**config.mk**
```make
export PLATFORM = sky130hd
export DESIGN_NAME = sysarray_ctrl
export DESIGN_NICKNAME = d
export VERILOG_FILES = /design/src/rtl/sysarray_pkg.sv /design/src/rtl/sysarray_skew.sv /design/src/rtl/sysarray_ctrl.sv
export SDC_FILE = /design/constraint.sdc
export NUM_CORES = 1
export LEC_CHECK = 0
export CORE_MARGIN = 5
export CORE_UTILIZATION = 33
export DETAILED_ROUTE_END_ITERATION = 6
export SLEW_MARGIN = 20
export SYNTH_ARGS = -nofsm -noshare
export SYNTH_HDL_FRONTEND = slang
export SYNTH_SLANG_ARGS = --single-unit
```
**constraint.sdc**
```tcl
create_clock -name clk -period 4.1 [get_ports clk]
set_clock_uncertainty 0.1 [all_clocks]
set_input_delay 0.615 -clock clk [delete_from_list [all_inputs] [get_ports clk]]
set_output_delay 0.615 -clock clk [all_outputs]
set_load 0.01 [all_outputs]
```
**src/rtl/sysarray_pkg.sv**
```systemverilog
// Shared constants and state encoding for the 3x3 systolic array sequencer.
package sysarray_pkg;

  localparam int unsigned N         = 3;
  localparam int unsigned FEED_CYC  = 3 * N - 2;
  localparam int unsigned CNT_W     = 3;
  localparam int unsigned DEF_A_W   = 8;
  localparam int unsigned DEF_B_W   = 8;
  localparam int unsigned DEF_ACC_W = 18;

  typedef enum logic [2:0] {
    IDLE = 3'd0,
    CLR  = 3'd1,
    FEED = 3'd2,
    CAPT = 3'd3,
    DONE = 3'd4
  } ctrl_state_t;

endpackage

```
**src/rtl/sysarray_skew.sv**
```systemverilog
// Diagonal wavefront generator: row i / column j lag the feed count by i / j cycles.
module sysarray_skew
  import sysarray_pkg::*;
#(
  parameter int unsigned A_W = DEF_A_W,
  parameter int unsigned B_W = DEF_B_W
) (
  input  logic signed [A_W-1:0] a_q  [0:8],
  input  logic signed [B_W-1:0] b_q  [0:8],
  input  logic [CNT_W-1:0]      cnt,
  input  logic                  en,
  output logic signed [A_W-1:0] left [0:2],
  output logic signed [B_W-1:0] top  [0:2]
);

  always_comb begin
    for (int i = 0; i < 3; i++) begin
      left[i] = '0;
      top[i]  = '0;
      if (en && (int'(cnt) >= i) && (int'(cnt) - i <= 2)) begin
        left[i] = a_q[3 * i + int'(cnt) - i];
        top[i]  = b_q[3 * (int'(cnt) - i) + i];
      end
    end
  end

endmodule

```
**src/rtl/sysarray_ctrl.sv**
```systemverilog
// Job sequencer for the 3x3 output-stationary systolic array: clear, skewed feed, drain, capture.
module sysarray_ctrl
  import sysarray_pkg::*;
#(
  parameter int unsigned A_W   = DEF_A_W,
  parameter int unsigned B_W   = DEF_B_W,
  parameter int unsigned ACC_W = DEF_ACC_W
) (
  input  logic                    clk,
  input  logic                    rst,
  input  logic                    in_valid,
  output logic                    in_ready,
  input  logic signed [A_W-1:0]   a_mat    [0:8],
  input  logic signed [B_W-1:0]   b_mat    [0:8],
  output logic                    arr_clr,
  output logic signed [A_W-1:0]   arr_left [0:2],
  output logic signed [B_W-1:0]   arr_top  [0:2],
  input  logic signed [ACC_W-1:0] arr_out  [0:8],
  output logic                    res_valid,
  input  logic                    res_ready,
  output logic signed [ACC_W-1:0] res      [0:8],
  output logic                    busy
);

  ctrl_state_t state, state_d;
  logic [CNT_W-1:0] cnt, cnt_d;
  logic accept;
  logic signed [A_W-1:0] a_q [0:8];
  logic signed [B_W-1:0] b_q [0:8];
  logic signed [A_W-1:0] left_d [0:2];
  logic signed [B_W-1:0] top_d  [0:2];

  // Array-facing outputs are registered from next-state so they line up with the state they belong to.
  sysarray_skew #(.A_W(A_W), .B_W(B_W)) u_skew (
    .a_q  (a_q),
    .b_q  (b_q),
    .cnt  (cnt_d),
    .en   (state_d == FEED),
    .left (left_d),
    .top  (top_d)
  );

  always_comb begin
    state_d = state;
    cnt_d   = cnt;
    accept  = 1'b0;
    case (state)
      IDLE: begin
        cnt_d = '0;
        if (in_valid) begin
          accept  = 1'b1;
          state_d = CLR;
        end
      end
      CLR: begin
        cnt_d   = '0;
        state_d = FEED;
      end
      FEED: begin
        if (cnt == CNT_W'(FEED_CYC - 1)) begin
          cnt_d   = '0;
          state_d = CAPT;
        end else begin
          cnt_d = cnt + CNT_W'(1);
        end
      end
      CAPT: state_d = DONE;
      DONE: if (res_ready) state_d = IDLE;
      default: begin
        state_d = IDLE;
        cnt_d   = '0;
      end
    endcase
  end

  always_ff @(posedge clk) begin
    if (!rst) begin
      state     <= IDLE;
      cnt       <= '0;
      in_ready  <= 1'b1;
      busy      <= 1'b0;
      arr_clr   <= 1'b0;
      res_valid <= 1'b0;
      for (int k = 0; k < 9; k++) begin
        a_q[k] <= '0;
        b_q[k] <= '0;
        res[k] <= '0;
      end
      for (int i = 0; i < 3; i++) begin
        arr_left[i] <= '0;
        arr_top[i]  <= '0;
      end
    end else begin
      state     <= state_d;
      cnt       <= cnt_d;
      in_ready  <= (state_d == IDLE);
      busy      <= (state_d != IDLE);
      arr_clr   <= (state_d == CLR);
      res_valid <= (state_d == DONE);
      arr_left  <= left_d;
      arr_top   <= top_d;
      if (accept) begin
        a_q <= a_mat;
        b_q <= b_mat;
      end
      if (state == CAPT) res <= arr_out;
    end
  end

endmodule

```
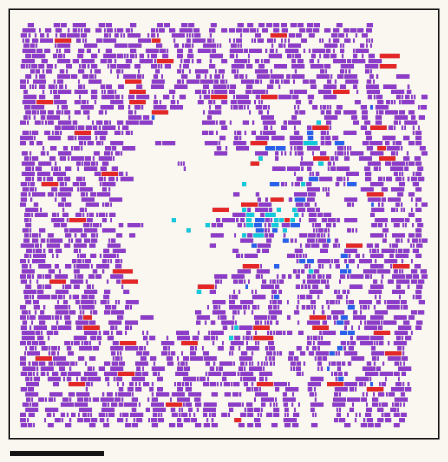
Figure 1: run 1, sizing map.
Scale bar: 50 um.
- _0 and _1 cells: purple (cells 2214; share 95%; most used nand2_1)
- _6 and larger: red (cells 55; share 2.4%; most used clkbuf_16)
- _3 and _4 cells: cyan (cells 28; share 1.2%; most used buf_4)
- _2 cells: blue (cells 39; share 1.7%; most used mux2_2)
cell area after layout: 0.0226 mm2
area delta synth->final: 45.2%
Final WS setup: 327 ps
Buffers excl. clock: 543

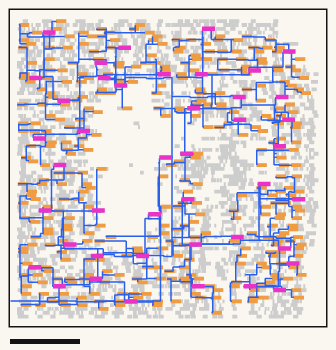
Figure 2: run 1, clock wires, drivers and flops.
Scale bar: 50 um.
- clock drivers: magenta (count 43)
- flip-flops: orange (count 364)
- clock wires: blue (length 5060 um)
- flops lie: all over the die
- routed clock nets: 44
Late-Pin Clk Latency: 550 ps
clock share of power: 0.426

==> deck_impl_summary.md, run 1 <==
Physical Implementation Snapshot

Yosys
  • Ys flop type: dfxtp_1
  • Seq/Total Area, Yosys: 0.469
  • Seq cells post-synth: 364
  • Avg Cell Area, Syn: approximately 8.4 um2
  • Top-count cell post-synth: nand2_1
  • Compound Share, Synth: 0.214
  • Xor/xnor share: 0.00507
  • Synth area leaders: dfxtp_1, nand2_1, a21boi_0, mux2i_1, clkbuf_1
  • Number of enable flip-flop cells: 0
  • Cell count after synthesis: between 1500 and 2000
  • Synth unique cells: 64
  • Yosys adder share: 0.0179
  • Synth Warn #: 0
  • Main logic family: AND-OR/OR-AND gates
  • Syn Std Cell Area: roughly 0.016 mm2
  • Max-area cell share: 0.469
  • Async S/R FF share, synth: 0
  • Chip Area, Yosys: 0.0155 mm2
  • Simple-Gate Fraction of Synth Area: 0.210
  • Synth mux share: 0.0425
  • Ys cells: roughly 1900
  • Commonest cells post-synth: nand2_1, dfxtp_1, a21boi_0
  • Syn Nets: between 2000 and 2500
  • Area leader, netlist: dfxtp_1

Hold path
  • Worst hold path startpoint: a_q[54]
  • Hold path depth: 2
  • HP Class: register to register
  • Hold endpoint: a_q[54]

Final layout
  • Non-clock inverter count: 14
  • Most numerous logic cell after layout: nand2_1
  • Post-Layout Cell Count: slightly below 3000
  • Register area: about 0.0073 mm2
  • Non-clk buf share: 0.239
  • Biggest Area Class: combinational gates
  • Comb area: 0.00766 mm2
  • Seq/total area: 0.323
  • Fillers: 4534
  • Top Layout Cells: nand2_1, clkdlybuf4s50_1, dfxtp_1, a21boi_0, mux2i_1
  • Share of layout cells above drive strength 1: 0.0522
  • Flop count: around 360
  • Final core occ: 0.485
  • Fin nets: around 2600
  • Multi-input gate share of the layout cell area: 0.340
  • Antenna Cells: 4
  • MI comb cells: 1338

Routing
  • Via count: ~14000
  • Final ANT Viol Nets: 0
  • Vias per cell: between 4 and 5
  • 1st-iter DRT viols: approximately 910
  • DRC violation count after routing: 0
  • Post-DR wirelength/cell: 19.7 um
  • Aggregate routed wire length: roughly 58000 um

Timing
  • Final worst-path cycle share: 0.920
  • Slew @ Worst Pin: 968 ps
  • Final Setup Violations: 0
  • RSZ-0062 raised after global routing: no
  • Slew Viols, Final: 0
  • Min Clock Period, post-route: ~3800 ps
  • Max_slew headroom: 0.354
  • Worst hold slack: around 360 ps
  • Final hold vios: 0
  • Setup TNS: 0 ps
  • Fmax: approximately 270 MHz

Global route
  • First-pass GRT wire length: ~86000 um
  • Largest net degree at the start of global routing: around 150
  • Total GRT Usage: 0.216
  • Gr ovfl total: 0
  • Initial antenna violation count: 11
  • Vias in the first global route: roughly 15000

Setup path
  • Setup crit start: state[1]
  • Required @ worst endpoint: 4490 ps
  • Critical path, cell by cell: nor2b_2 -> nand3_1 -> nand2_4 -> inv_6 -> ha_1 -> ha_1 -> inv_1 -> ha_1 -> fa_1 -> xnor2_2 -> nor2b_2 -> a221oi_1 -> nor2_1
  • Critical-path top delay cell: dfxtp_1
  • Worst r2r dst: arr_top[15]
  • Critical path destination: arr_top[15]
  • Worst Setup Path Type: register to register
  • Crit path DAT: 4160 ps
  • Worst R2R Setup Slack: 330 ps
  • Worst Setup End Kind: register
  • Crit path largest cell delay: 520 ps
  • Top delay family on crit path: adder cells
  • CP Max Fanout: 9
  • Worst-case reg-to-reg path depth: 13
  • Crit start category: register
  • Worst r2r src: state[1]
  • CP most frequent cell: ha_1
  • WP buf/inv: 2

Flow run
  • Max_cap viols: 0
  • OpenROAD warnings: 42

Die
  • Init Core Util: 0.334
  • Die Y: around 230 um
  • Die W: 227 um
  • Chip area: a little over 0.05 mm2
  • Core Footprint: ~0.047 mm2
  • Cell Rows: 79
  • Io pins: around 520
  • TAP cells: about 600

Pwr
  • Final Power: about 9 mW
  • Static Leak: between 8 and 9 nW
  • Peak VDD IR: 328 uV
  • Sequential power: 3.79 mW
  • Reg power frac: 0.428
  • Internal power: about 6.6 mW
  • Comb pwr share: 0.146
  • Biggest consumer: registers
  • Psw: between 2 and 2.5 mW
  • Power Density: approximately 390 mW/mm2
  • Power in combinational cells: ~1.3 mW

CTS
  • Post-cts sizing count: 0
  • CTS Sinks: between 300 and 400
  • H-tree Lvls: 2
  • Hold buffers post-CTS: 0
  • Clock tree buffer depth: 3
  • Clock Pin Slew Worst Setup and Hold Paths: approximately 60 ps
  • Clk root buf: clkbuf_16
  • Post-CTS setup buffers: 0
  • CTS tree: done

Placed design
  • Dpl ws: slightly below 50 ps
  • Post-DP Area: ~0.021 mm2
  • Dpl cells: between 2000 and 3000
  • PortBufs: roughly 520
  • Dpl hpwl: 43300 um

Outcome
  • Outcome: finished, final reports clean
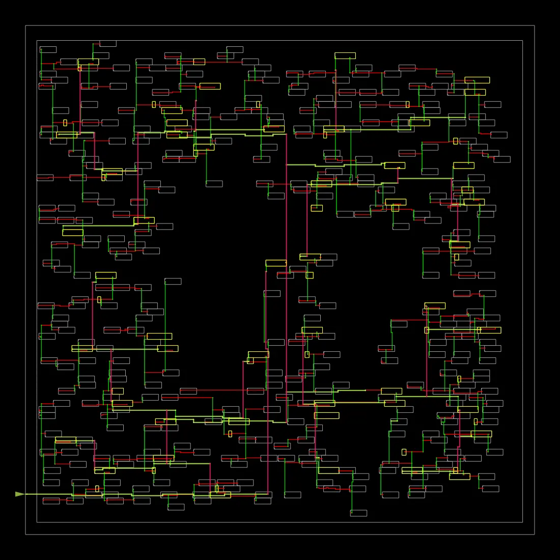
Figure 3: run 1, clock nets.
CLK BUF: 64
CTS buffer count: 43
Clk. pwr: 3.77 mW

-- run 1: metal layers --
| layer | routed length, um | part of all wire | track usage |
|---|---|---|---|
| met5 | 92 | 0.0016 | 0 |
| met4 | 2420 | 0.042 | 0.0868 |
| met3 | 5160 | 0.089 | 0.0812 |
| met2 | 27500 | 0.47 | 0.361 |
| met1 | 22900 | 0.39 | 0.251 |
-- run 1: kinds of logic (layout without fill, tap and decap cells) --
kind of cell               count (synthesis)  count (layout)
and+or+nand+nor                          805             805
AOI/OAI and AO/OA                        438             438
DFF                                      364             364
buffers and inverters                    153             634
muxes                                     65              65
adders and majority gates                 21              21
xor gates and xnor gates                   9               9
other                                      0               4
-- run 1: flip-flops by register name (all words and copies together) (netlist names), 3 cells and up --
signal,cells
a_q,72
arr_top,24
state,3
res,162
b_q,72
cnt,3
arr_left,24
--- run 2 (diff from run 1) ---
Clock period 4.1 ns to 4.75 ns, I/O delays scaled along.
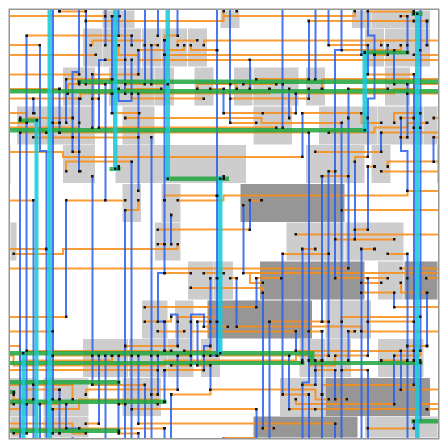
Figure 4: run 2, layout detail.
Window x 155 to 185, y 42 to 72 um. Cells in grey, sequential cells in the stronger grey; small squares are vias.
- metal 1: orange
- metal 4: cyan
- metal 3: green
- metal 2: blue
- netlist names of flops here include: arr_left (5)
- sequential cells in the window: 5
- cells with their middle in the window: 55
- most frequent: nand2_1 (11), a21oi_1 (5), dfxtp_1 (5)

==> deck_impl_summary.md, run 2 <==
Physical Implementation Snapshot

Yosys
  • Area leader, netlist: dfxtp_1
  • Chip Area, Yosys: 0.0155 mm2 (unchanged)
  • Synth unique cells: 64 (unchanged)
  • Seq cells post-synth: 364 (unchanged)
  • Syn Std Cell Area: 0.0155 mm2 (unchanged)
  • Ys flop type: dfxtp_1
  • Avg Cell Area, Syn: 8.38 um2 (unchanged)
  • Max-area cell share: 0.469 (unchanged)
  • Top-count cell post-synth: nand2_1
  • Ys cells: 1855 (unchanged)
  • Synth Warn #: 0 (unchanged)
  • Number of enable flip-flop cells: 0 (unchanged)
  • Async S/R FF share, synth: 0 (unchanged)
  • Syn Nets: 2186 (unchanged)
  • Cell count after synthesis: 1855 (unchanged)

Placed design
  • Dpl ws: 372 ps (+324 ps)

Routing
  • Max Used Layer: met5
  • Met3 WL: 5480 um (+6.2%)
  • 1st-iter DRT viols: 894 (-2.1%)
  • DRC violation count after routing: 0 (unchanged)
  • Metal2 WL: 27800 um (+0.91%)
  • Met1 WL: 22400 um (-2.1%)
  • Post-DR wirelength/cell: 19.8 um (+0.51%)
  • Via count: 14400 (-0.35%)

Timing
  • Slew @ Worst Pin: 1000 ps (+33.6 ps)
  • Max_slew headroom: 0.332 (-0.0224)
  • Final worst-path cycle share: 0.936 (+0.0160)
  • Slew Viols, Final: 0 (unchanged)
  • Final hold vios: 0 (unchanged)
  • Final WS setup: 302 ps (-24.4 ps)
  • Min Clock Period, post-route: 4450 ps (+674 ps)

Pwr
  • Peak VDD IR: 303 uV (-7.5%)
  • Comb pwr share: 0.142 (-0.004)
  • Power Density: 343 mW/mm2 (-13%)
  • Biggest consumer: clock

Flow run
  • Max_cap viols: 0 (unchanged)
  • OpenROAD warnings: 41 (-2.4%)

Global route
  • Met2 GRT Util: 0.361 (about the same)
  • Total GRT Usage: 0.217 (+0.00178)
  • Initial antenna violation count: 17 (+6)
  • Vias in the first global route: 14800 (+1.5%)
  • Grt met1 use: 0.248 (-0.00235)
  • GRT met3 Usage: 0.0843 (+0.00309)
  • Most crowded layer after global routing: met2
  • First-pass GRT wire length: 87300 um (+1.1%)
  • Gr ovfl total: 0 (unchanged)

Final layout
  • Most numerous logic cell after layout: nand2_1
  • Seq/total area: 0.323 (-0.000412)
  • Share of layout cells above drive strength 1: 0.0520 (-0.000228)
  • Number of flip-flops in the largest register: 162 (unchanged)
  • Buffers excl. clock: 539 (-0.74%)
  • Post-Layout Cell Count: 2944 (-0.10%)
  • Antenna Cells: 10 (+6)
  • Final core occ: 0.485 (+0.000618)
  • Non-clk buf share: 0.238 (-0.00108)
  • Comb area: 0.00764 mm2 (-0.34%)
  • Biggest Area Class: combinational gates
  • Register area: 0.00729 mm2 (unchanged)
  • Top Layout Cells: nand2_1, clkdlybuf4s50_1, dfxtp_1, a21boi_0, mux2i_1
  • Largest register by flop count: res
  • Non-clock inverter count: 14 (unchanged)
  • Fillers: 4439 (-2.1%)

Die
  • Die Y: 227 um (unchanged)
  • Cell Rows: 79 (unchanged)
  • Chip area: 0.0515 mm2 (unchanged)
  • Core Footprint: 0.0466 mm2 (unchanged)
  • Init Core Util: 0.334 (unchanged)
  • Die W: 227 um (unchanged)

Setup path
  • Crit start category: register
  • Worst Setup End Kind: register
  • Worst R2R Setup Slack: 300 ps (-20 ps)
  • Required @ worst endpoint: 5120 ps (+630 ps)
  • CP Max Fanout: 65 (+56)
  • Crit path DAT: 4820 ps (+660 ps)

CTS
  • Post-CTS setup buffers: 0 (unchanged)
  • Hold buffers post-CTS: 0 (unchanged)
  • CTS tree: done
  • Post-cts sizing count: 0 (unchanged)
  • Clk root buf: clkbuf_16
  • H-tree Lvls: 2 (unchanged)
  • Clock Pin Slew Worst Setup and Hold Paths: 60 ps (about the same)

Hold path
  • HP Class: register to register

Outcome
  • Outcome: finished, final reports clean
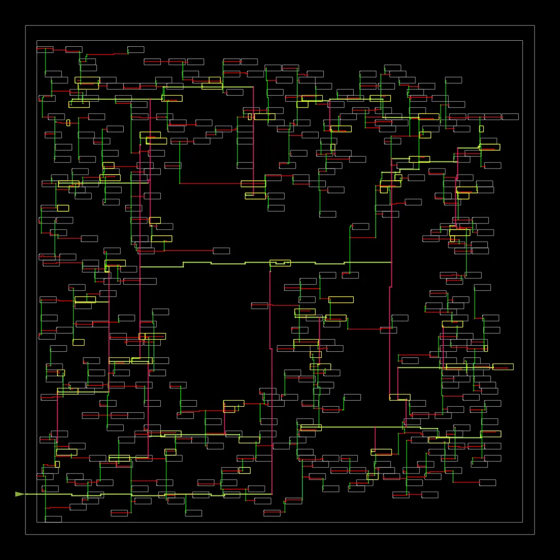
Figure 5: run 2, clock nets.
flop count: 364
Late-Pin Clk Latency: 560 ps
CTS Sinks: 364
CTS buffer count: 42
Clk. pwr: 3.37 mW

run 2: cell counts after synthesis:
No cell type changed its count.
run 2: critical path: stages, from the launching register on:
cell	delay, ps
dfxtp_1	510
nor2b_1	360
nand3_1	110
buf_4	210
nand2_4	90
buf_4	520
ha_2	430
ha_1	320
fa_1	550
nor4_2	770
a221oi_1	220
nor2_1	140
run 2: logic make-up after synthesis:
group	synth area share
buffers and inverters	0.0415
AOI/OAI and AO/OA	0.214
muxes	0.0425
adders and majority gates	0.0179
and+or+nand+nor	0.210
DFF	0.469
xor gates and xnor gates	0.00507
run 2: worst paths after layout:
kind,start,endpoint,cells after the start
max,state[1],arr_top[13],11
min,res[69],res[69],2
max reg2reg,state[1],arr_top[13],11
min reg2reg,res[69],res[69],2
Power figures rest on the tool's default switching activity, not on a simulated workload.
